### Clock wires, drivers and flops, run 1

Scale: 2 px per um.
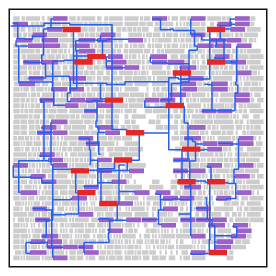
### Where the registers sit, run 1

Scale: 2 px per um. Other sequential cells in the stronger gray, the rest of the logic in the fainter gray.
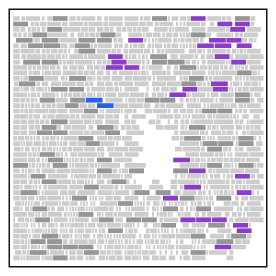
### Nets reached from selected ports, run 1

Scale: 4 px per um.
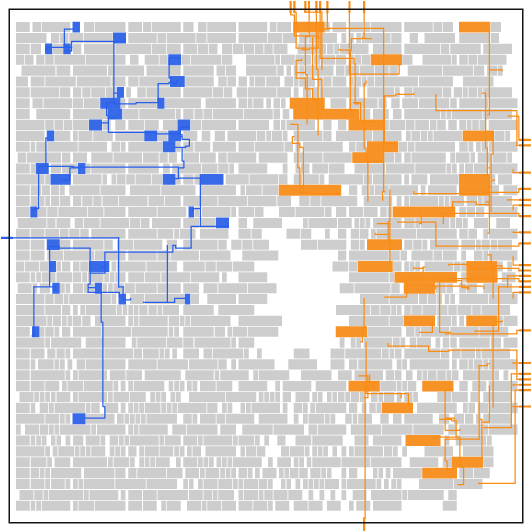
<file path="config.mk">
export PLATFORM = sky130hd
export DESIGN_NAME = mem_port_arbiter
export DESIGN_NICKNAME = d
export VERILOG_FILES = /design/src/rtl/mem_ctrl_pkg.sv /design/src/rtl/mem_rr_arb.sv /design/src/rtl/mem_port_arbiter.sv
export SDC_FILE = /design/constraint.sdc
export NUM_CORES = 1
export LEC_CHECK = 0
export ABC_AREA = 1
export CORE_UTILIZATION = 39
export CTS_CLUSTER_DIAMETER = 150
export DETAILED_ROUTE_END_ITERATION = 7
export PLACE_DENSITY = 0.88
export SYNTH_ARGS = -nofsm -noshare
export SYNTH_HDL_FRONTEND = slang
export SYNTH_SLANG_ARGS = --single-unit
</file>
<file path="constraint.sdc">
create_clock -name clk -period 1.2 [get_ports clk]
set_clock_uncertainty 0.05 [all_clocks]
set_input_delay 0.24 -clock clk [delete_from_list [all_inputs] [get_ports clk]]
set_output_delay 0.24 -clock clk [all_outputs]
set_load 0.05 [all_outputs]
</file>
<file path="src/rtl/mem_ctrl_pkg.sv">
// Shared types and constants for the unified memory port controller.
package mem_ctrl_pkg;

    // Access sequencer states
    typedef enum logic [1:0] {
        IDLE   = 2'd0,
        ACCESS = 2'd1,
        RESP   = 2'd2
    } state_t;

    // Grant encoding produced by the arbitration cell
    localparam logic GRANT_IF = 1'b0;
    localparam logic GRANT_DM = 1'b1;

    // Default bus widths
    localparam int DEFAULT_ADDR_W = 32;
    localparam int DEFAULT_DATA_W = 32;

    // Width of a down-counter that must hold values 0 .. cycles-1
    function automatic int cntWidth(input int cycles);
        return (cycles > 1) ? $clog2(cycles) : 1;
    endfunction

endpackage

</file>
<file path="src/rtl/mem_rr_arb.sv">
// Two-way arbitration cell: the data port wins unless fetch is also asking
// and fetch did not get the previous grant, so contention alternates.
module mem_rr_arb
    import mem_ctrl_pkg::*;
(
    input  logic dm_req,
    input  logic if_req,
    input  logic last_if,
    output logic grant
);

    // Pick the winner from the current requests and the previous grant
    always_comb begin
        grant = GRANT_IF;
        if (dm_req && (!if_req || last_if)) begin
            grant = GRANT_DM;
        end
    end

endmodule

</file>
<file path="src/rtl/mem_port_arbiter.sv">
// Shares one memory port between instruction fetch and the MEM stage.
// Each access holds the latched address for ACCESS_CYCLES cycles, then the
// winner gets a single-cycle ready pulse; read data is registered per port.
module mem_port_arbiter
    import mem_ctrl_pkg::*;
#(
    parameter int ACCESS_CYCLES = 2,
    parameter int ADDR_W        = DEFAULT_ADDR_W,
    parameter int DATA_W        = DEFAULT_DATA_W
) (
    input  logic              clk,
    input  logic              rst,
    input  logic              if_req,
    input  logic [ADDR_W-1:0] if_addr,
    output logic [DATA_W-1:0] if_rdata,
    output logic              if_ready,
    input  logic              dm_rd_en,
    input  logic              dm_wr_en,
    input  logic [ADDR_W-1:0] dm_addr,
    input  logic [DATA_W-1:0] dm_wdata,
    output logic [DATA_W-1:0] dm_rdata,
    output logic              dm_ready,
    output logic [ADDR_W-1:0] mem_addr,
    output logic [DATA_W-1:0] mem_wdata,
    output logic              mem_re,
    output logic              mem_we,
    input  logic [DATA_W-1:0] mem_rdata
);

    localparam int               CNT_W    = cntWidth(ACCESS_CYCLES);
    localparam logic [CNT_W-1:0] CNT_LOAD = CNT_W'(ACCESS_CYCLES - 1);

    state_t            state_q,   state_d;
    logic [CNT_W-1:0]  cnt_q,     cnt_d;
    logic              lastIf_q,  lastIf_d;
    logic              winDm_q,   winDm_d;
    logic              isWrite_q, isWrite_d;
    logic [ADDR_W-1:0] addr_q,    addr_d;
    logic [DATA_W-1:0] wdata_q,   wdata_d;
    logic [DATA_W-1:0] ifRdata_q, ifRdata_d;
    logic [DATA_W-1:0] dmRdata_q, dmRdata_d;

    logic dmReq;
    logic anyReq;
    logic grant;
    logic finalCycle;

    assign dmReq      = dm_rd_en | dm_wr_en;
    assign anyReq     = dmReq | if_req;
    assign finalCycle = (state_q == ACCESS) && (cnt_q == '0);

    mem_rr_arb uArb (
        .dm_req  (dmReq),
        .if_req  (if_req),
        .last_if (lastIf_q),
        .grant   (grant)
    );

    // Next-state logic: grant and latch in IDLE, count down through ACCESS,
    // capture read data on the last ACCESS cycle, pulse ready in RESP
    always_comb begin
        state_d   = state_q;
        cnt_d     = cnt_q;
        lastIf_d  = lastIf_q;
        winDm_d   = winDm_q;
        isWrite_d = isWrite_q;
        addr_d    = addr_q;
        wdata_d   = wdata_q;
        ifRdata_d = ifRdata_q;
        dmRdata_d = dmRdata_q;

        case (state_q)
            IDLE: begin
                if (anyReq) begin
                    state_d  = ACCESS;
                    cnt_d    = CNT_LOAD;
                    winDm_d  = (grant == GRANT_DM);
                    lastIf_d = (grant == GRANT_IF);
                    if (grant == GRANT_DM) begin
                        isWrite_d = dm_wr_en;
                        addr_d    = dm_addr;
                        wdata_d   = dm_wdata;
                    end else begin
                        isWrite_d = 1'b0;
                        addr_d    = if_addr;
                    end
                end
            end
            ACCESS: begin
                if (cnt_q == '0) begin
                    state_d = RESP;
                    if (!isWrite_q) begin
                        if (winDm_q) begin
                            dmRdata_d = mem_rdata;
                        end else begin
                            ifRdata_d = mem_rdata;
                        end
                    end
                end else begin
                    cnt_d = cnt_q - 1'b1;
                end
            end
            RESP: begin
                state_d = IDLE;
            end
            default: begin
                state_d = IDLE;
            end
        endcase
    end

    // State register; reset abandons any access in flight
    always_ff @(posedge clk) begin
        if (rst) begin
            state_q   <= IDLE;
            cnt_q     <= '0;
            lastIf_q  <= 1'b1;
            winDm_q   <= 1'b0;
            isWrite_q <= 1'b0;
            addr_q    <= '0;
            wdata_q   <= '0;
            ifRdata_q <= '0;
            dmRdata_q <= '0;
        end else begin
            state_q   <= state_d;
            cnt_q     <= cnt_d;
            lastIf_q  <= lastIf_d;
            winDm_q   <= winDm_d;
            isWrite_q <= isWrite_d;
            addr_q    <= addr_d;
            wdata_q   <= wdata_d;
            ifRdata_q <= ifRdata_d;
            dmRdata_q <= dmRdata_d;
        end
    end

    assign mem_addr  = addr_q;
    assign mem_wdata = wdata_q;
    assign mem_re    = (state_q == ACCESS) && !isWrite_q;
    assign mem_we    = finalCycle && isWrite_q;
    assign if_ready  = (state_q == RESP) && !winDm_q;
    assign dm_ready  = (state_q == RESP) && winDm_q;
    assign if_rdata  = ifRdata_q;
    assign dm_rdata  = dmRdata_q;

endmodule

</file>
==> flow_metrics.py, run 1 <==
# Flow results
metrics = {
    "outcome": {
        "outcome": "complete, but fails checks",
        "failed_checks": "setup timing",
    },
    "final_layout": {
        "combGateArea_um2": 3520,
        "area_growth_syn_to_layout_pct": 121,
        "layout.nets": 1431,
        "fin_util": 0.889,
        "layout_top_cell": "buf_12",
        "fillerInstances": 559,
        "drive_above_1_share": 0.541,
        "layout_top_cells": "buf_12 (156), nand2_1 (149), clkdlybuf4s50_1 (131), nor2_1 (114), inv_1 (103)",
    },
    "power_and_ir_drop": {
        "ir_drop_v": 0.00103,
        "p_sw_w": 0.00726,
        "swShare": 0.377,
        "cellLeakagePower_nw": 6.05,
        "seq_power_share": 0.290,
        "combPwrFrac": 0.456,
        "p_per_area_nw_per_um2": 1410,
        "power_clock_w": 0.00490,
        "p_int_w": 0.0120,
        "pg_comb_w": 0.00877,
    },
    "die": {
        "die_w_um": 128,
        "initCoreUtil": 0.403,
        "core-area_um2": 15400,
        "dieArea_um2": 16400,
        "num_rows": 45,
    },
    "clocking": {
        "htree_levels": 4,
        "clkSinkCount": 134,
        "cts_setup_buffers": 64,
        "clockBufferDepth": 2,
        "postCtsResizedCells": 236,
        "cts-root-buf": "clkbuf_16",
        "cts_tree": "done",
        "cts.reportedPaths.clkPinSlew_ns": 0.07,
    },
    "drt": {
        "drc": 0,
        "drtAntennaViolNets": 0,
        "routed_via_density": 5.62,
        "drtIter0Drc": 825,
        "dr.pass1.iters": 8,
        "vias": 8535,
        "wl_met3_um": 3250,
        "wl_met2_um": 17400,
        "top_layer_used": "met4",
    },
    "setup_path": {
        "regToRegSetupSlack_ns": -0.54,
        "cp_max_fo": 6,
        "crit_path_frequent_cell": "nand2_4",
        "crit_start": "lastIf_q",
        "cpPeakStageDelay_ns": 0.34,
        "required_ns": 1.45,
        "cpMaxStageDelayCell": "dfxtp_1",
        "cp.arrival_ns": 1.99,
        "reg2reg_depth": 8,
        "cp_num_buf_inv": 4,
        "cp-start-kind": "flip-flop",
        "path_delay_family": "buffers and inverters",
        "crit_path_cell_trace": "inv_1 -> nand2_4 -> buf_4 -> nand3_4 -> buf_12 -> buf_16 -> nand2_4 -> a21oi_2",
        "path_depth": 8,
        "path_class": "flip-flop to flip-flop",
    },
    "sta": {
        "worst_slack_ns": -0.537,
        "period_minus_slack_ns": 1.74,
        "hold_violations": 0,
        "slew_headroom": 0.632,
        "setup_viol": 242,
        "fmax_mhz": 576,
        "rsz0062_at_grt": "yes",
        "finalMaxSlewViolations": 0,
    },
    "flow_run": {
        "tool_warnings": 29,
        "maxCapViolCount": 0,
    },
    "global_routing": {
        "grt_pass1_vias": 7807,
        "use_met3": 0.0768,
        "grt_usage": 0.325,
        "antenna_found_initial": 1,
        "busiest_layer": "met2",
        "grt_pass1_wl_um": 40500,
        "overflow": 0,
        "grtUsageMet1": 0.325,
        "grt_max_degree": 51,
    },
    "synthesis": {
        "synthCells": 907,
        "ff_type": "dfxtp_1",
        "synth_seq_share": 0.433,
        "ys_area_um2": 6190,
        "synthTopCellsByArea": "dfxtp_1 (43%), nand2_1 (14%), nor2_1 (9.7%)",
        "edf_count": 0,
        "synth.avg_cell_area_um2": 6.83,
        "ys_ff": 134,
        "synth.most_common_cell": "nand2_1",
        "yosys_warnings": 0,
        "synth.top_cell.area_share": 0.433,
    },
    "placed_design": {
        "routabilityCongestion": 0.790,
        "dp_hpwl_um": 14300,
        "port_buffers": 264,
    },
    "worst_hold_path": {
        "hold_class": "input pin to flip-flop",
    },
}
-- 'Clock wires, drivers and flops' (at the start) --
clock drivers -> red  # count 17
flip-flops -> purple  # count 134
clock wires -> blue  # length 1950 um
flops lie = widely spread
routed clock nets = 18
Clock Latency Late Sink: 0.44 ns
Clk network pwr share: 0.255

-- 'Where the registers sit' (at the start) --
`dm_rdata` -> purple  # flops 32
`state_q` -> blue  # flops 2
Register Area: 2930 um2
sequential cell area share: 0.215

-- 'Nets reached from selected ports' (at the start) --
`if_rdata` -> orange  # bits 32, direction output, end cells 32, wire 1210 um
`rst` -> blue  # bits 1, direction input, end cells 38, wire 444 um

[run 1: how the worst min path moves through the flow]
stage,startpoint,to,slack (ns),cells after the start
6_report,dm_wdata[21],mem_wdata[21],0.36,3
5_1_grt,dm_wdata[18],mem_wdata[18],0.38,3
4_1_cts,dm_wdata[25],mem_wdata[25],0.34,3
3_5_place_dp,lastIf_q,lastIf_q,0.42,2
3_3_place_gp,lastIf_q,lastIf_q,0.42,2
2_1_floorplan,dm_wdata[10],mem_wdata[10],0.36,2
[run 1: cells by family after synthesis]
| kind of cell | Yosys count | share of synthesized area |
|---|---|---|
| DFF | 134 | 0.433 |
| buffers and inverters | 165 | 0.124 |
| and+or+nand+nor | 570 | 0.411 |
| AOI/OAI and AO/OA | 38 | 0.0313 |
[run 1: cell type report]
type | count | area share
clock buffer | 19 | 0.0324
timing repair buffer | 429 | 0.440
inverter | 108 | 0.0302
antenna | 1 | 0.000183
sequential | 134 | 0.215
clock inverter | 10 | 0.00614
multi-input combinational | 608 | 0.257
tap | 211 | 0.0193
[run 1: state kept, by name (all words and copies together), names as in the netlist]
signal     count
lastIf_q       1
isWrite_q      1
dm_rdata      32
mem_wdata     32
state_q        2
mem_addr      32
winDm_q        1
if_rdata      32
cnt_q          1
[run 1: per-stage QoR]
stage	hold WS [ns]	power (W)	worst slack, ns	cells	area [um2]
2_1_floorplan	0.361	0.00856	-0.160	907	6230
3_3_place_gp	0.417	0.0115	-0.538	1372	10600
3_5_place_dp	0.422	0.0117	-0.593	1372	10600
4_1_cts	0.338	0.0178	-0.395	1483	12700
5_1_grt	0.378	0.0197	-0.564	1520	13700
6_report	0.364	0.0192	-0.537	1520	13700
==> run 2: changes to the inputs <==
--- a/config.mk
+++ b/config.mk
@@ -9,6 +9,7 @@
 export CORE_UTILIZATION = 39
 export CTS_CLUSTER_DIAMETER = 150
 export DETAILED_ROUTE_END_ITERATION = 7
+export HOLD_SLACK_MARGIN = 0.06
 export PLACE_DENSITY = 0.88
 export SYNTH_ARGS = -nofsm -noshare
 export SYNTH_HDL_FRONTEND = slang
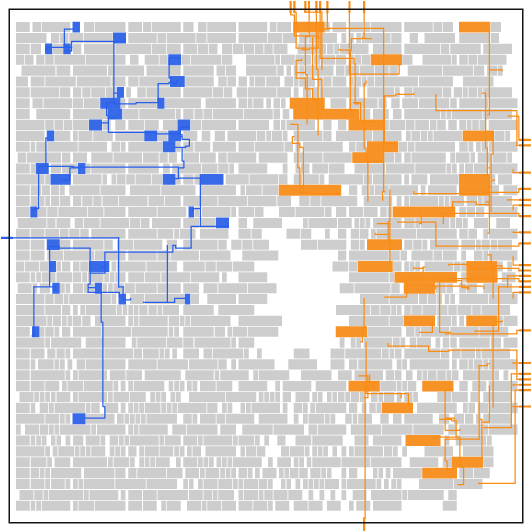
*Nets reached from selected ports, run 2*
Scale: 4 px per um.
`if_rdata` -> orange  # bits 32, direction output, end cells 32, wire 1210 um
`rst` -> blue  # bits 1, direction input, end cells 38, wire 444 um

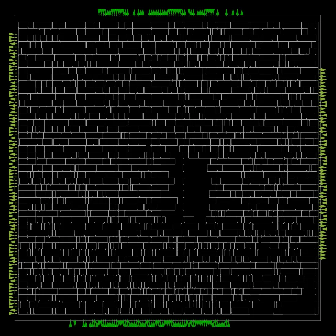
*Placed standard cells, run 2*
final core occ: 0.889
post-route insts no fill: 1520
Flops: 134
fill count: 559
Core Area: 15400 um2

==> flow_metrics.py, run 2 <==
# Flow results
metrics = {
    "flow_run": {
        "tool_warnings": 29,
        "maxCapViolCount": 0,
    },
    "global_routing": {
        "grt_pass1_wl_um": 40500,
        "grt_pass1_vias": 7807,
        "overflow": 0,
        "grt_max_degree": 51,
        "antenna_found_initial": 1,
        "grt_usage": 0.325,
    },
    "synthesis": {
        "synth_seq_share": 0.433,
        "synthCells": 907,
        "syn_area_um2": 6190,
        "synth.top_cell.area_share": 0.433,
        "yosys.area_share.aoi": 0.0313,
        "top_area_cell": "dfxtp_1",
        "xor_share": 0,
        "ys_sh_simple": 0.411,
        "synth_cell_types": 23,
        "ff_type": "dfxtp_1",
        "yosys_warnings": 0,
        "ys_area_um2": 6190,
        "edf_count": 0,
        "ys_ff": 134,
        "synth-async-reset-ratio": 0,
        "mux_share": 0,
        "fp_nets": 1040,
        "synth.avg_cell_area_um2": 6.83,
        "synth_adder_area_share": 0,
        "synthTopCellsByArea": "dfxtp_1 (43%), nand2_1 (14%), nor2_1 (9.7%)",
        "ys_cells": 907,
        "synth.logic.top_family": "simple AND/OR/NAND/NOR gates",
        "top_cells_by_count": "nand2_1 (232), nor2_1 (160), dfxtp_1 (134)",
        "synth.most_common_cell": "nand2_1",
    },
    "clocking": {
        "cts-root-buf": "clkbuf_16",
        "clock.latency.late_pin_ns": 0.44,
        "cts_hold_buf": 0,
        "cts_buffers": 17,
        "cts.reportedPaths.clkPinSlew_ns": 0.07,
        "htree_levels": 4,
        "clkSinkCount": 134,
        "cts_tree": "done",
        "clockBufferDepth": 2,
    },
    "die": {
        "boundaryPins": 265,
        "initCoreUtil": 0.403,
        "die_w_um": 128,
        "die_h_um": 128,
        "dieArea_um2": 16400,
        "num_rows": 45,
    },
    "setup_path": {
        "required_ns": 1.45,
        "cp-start-kind": "flip-flop",
        "critPathCaptureType": "flip-flop",
        "path_class": "flip-flop to flip-flop",
        "cp.arrival_ns": 1.99,
        "cp_max_fo": 6,
    },
    "drt": {
        "wl_met1_um": 11100,
        "drtAntennaViolNets": 0,
        "routed_wl_um": 34800,
        "wl_per_cell_um": 22.9,
        "routed_via_density": 5.62,
        "top_layer_used": "met4",
        "wl_met2_um": 17400,
        "drc": 0,
        "vias": 8535,
        "dr.pass1.iters": 8,
        "drtIter0Drc": 825,
        "wl_met3_um": 3250,
    },
    "placed_design": {
        "post-place-ws_ns": -0.593,
        "dp_hpwl_um": 14300,
        "dpl.cell_count": 1372,
        "port_buffers": 264,
        "routabilityCongestion": 0.790,
    },
    "outcome": {
        "outcome": "complete, but fails checks",
        "failed_checks": "setup timing",
    },
    "power_and_ir_drop": {
        "p_per_area_nw_per_um2": 1410,
        "cellLeakagePower_nw": 6.05,
        "ir_drop_v": 0.00103,
        "power_w": 0.0192,
    },
    "sta": {
        "worst_slack_ns": -0.537,
        "hold_violations": 0,
        "finalSetupTns_ns": -51.99,
        "setup_viol": 242,
        "period_minus_slack_ns": 1.74,
        "worst_pin_slew_ns": 0.553,
        "finalMaxSlewViolations": 0,
        "rsz0062_at_grt": "yes",
        "slew_headroom": 0.632,
        "fmax_mhz": 576,
        "period_used_share": 1.45,
    },
    "final_layout": {
        "area_growth_syn_to_layout_pct": 121,
        "drive_above_1_share": 0.541,
        "layout_top_cells": "buf_12 (156), nand2_1 (149), clkdlybuf4s50_1 (131), nor2_1 (114), inv_1 (103)",
        "layout.nets": 1431,
        "layout_top_cell": "buf_12",
    },
    "worst_hold_path": {
        "hold_class": "input pin to flip-flop",
    },
}
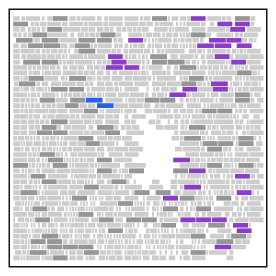
*Where the registers sit, run 2*
Scale: 2 px per um. Other sequential cells in the stronger gray, the rest of the logic in the fainter gray.
`dm_rdata` -> purple  # flops 32
`state_q` -> blue  # flops 2
sequential power: 0.00557 W

run 2: worst paths after layout:
| check | from | depth (start not counted) | slack, ns | to |
|---|---|---|---|---|
| worst max register to register | lastIf_q | 8 | -0.54 | mem_wdata[30] |
| worst max-delay path | lastIf_q | 8 | -0.54 | mem_wdata[30] |
| worst min-delay path | dm_wdata[21] | 3 | 0.36 | mem_wdata[21] |
| worst min register to register | if_rdata[13] | 2 | 0.44 | if_rdata[13] |
run 2: cell type report:
class | instances | area [um2]
repair buffers | 429 | 6010
multi-input cells | 608 | 3520
flip-flops and latches | 134 | 2930
fillers | 559 | 1710
clock buffers | 19 | 443
inverters | 108 | 413
well taps | 211 | 264
clock inverters | 10 | 83.8
diodes | 1 | 2.50
run 2: power breakdown:
part           leakage (nW)  total (W)  internal (W)  switching [W]
clock network         0.256    0.00490       0.00285        0.00206
registers              1.16    0.00557       0.00500       0.000573
logic                  4.63    0.00877       0.00414        0.00463
total                  6.05     0.0192        0.0120        0.00726
run 2: through the flow:
stage                     cell area [um2]  hold slack, ns
after floorplan                      6230           0.361
after global placement              10600           0.417
after detailed placement            10600           0.422
after CTS                           12700           0.338
after global routing                13700           0.378
final                               13700           0.364
run 2: worst max-delay path, cell delays in order (launching register included):
cell	delay (ns)
dfxtp_1	0.34
inv_1	0.11
nand2_4	0.09
buf_4	0.18
nand3_4	0.18
buf_12	0.14
buf_16	0.12
nand2_4	0.06
a21oi_2	0.31
run 2: what timing repair did:
action,4_1_cts,5_1_grt
resized,236,215
pin swaps,27,62
endpoints found under the setup margin,263,266
cloned,22,4
hold endpoints to repair,0,0
setup buffers,64,40
run 2: metal layers:
layer	track usage	vias to the layer above
li1	-	3543
met1	0.325	3964
met3	0.0768	274
met2	0.610	754
met4	0.192	0
met5	0	-
No activity file was given, so power comes from the tool's default toggle rates.
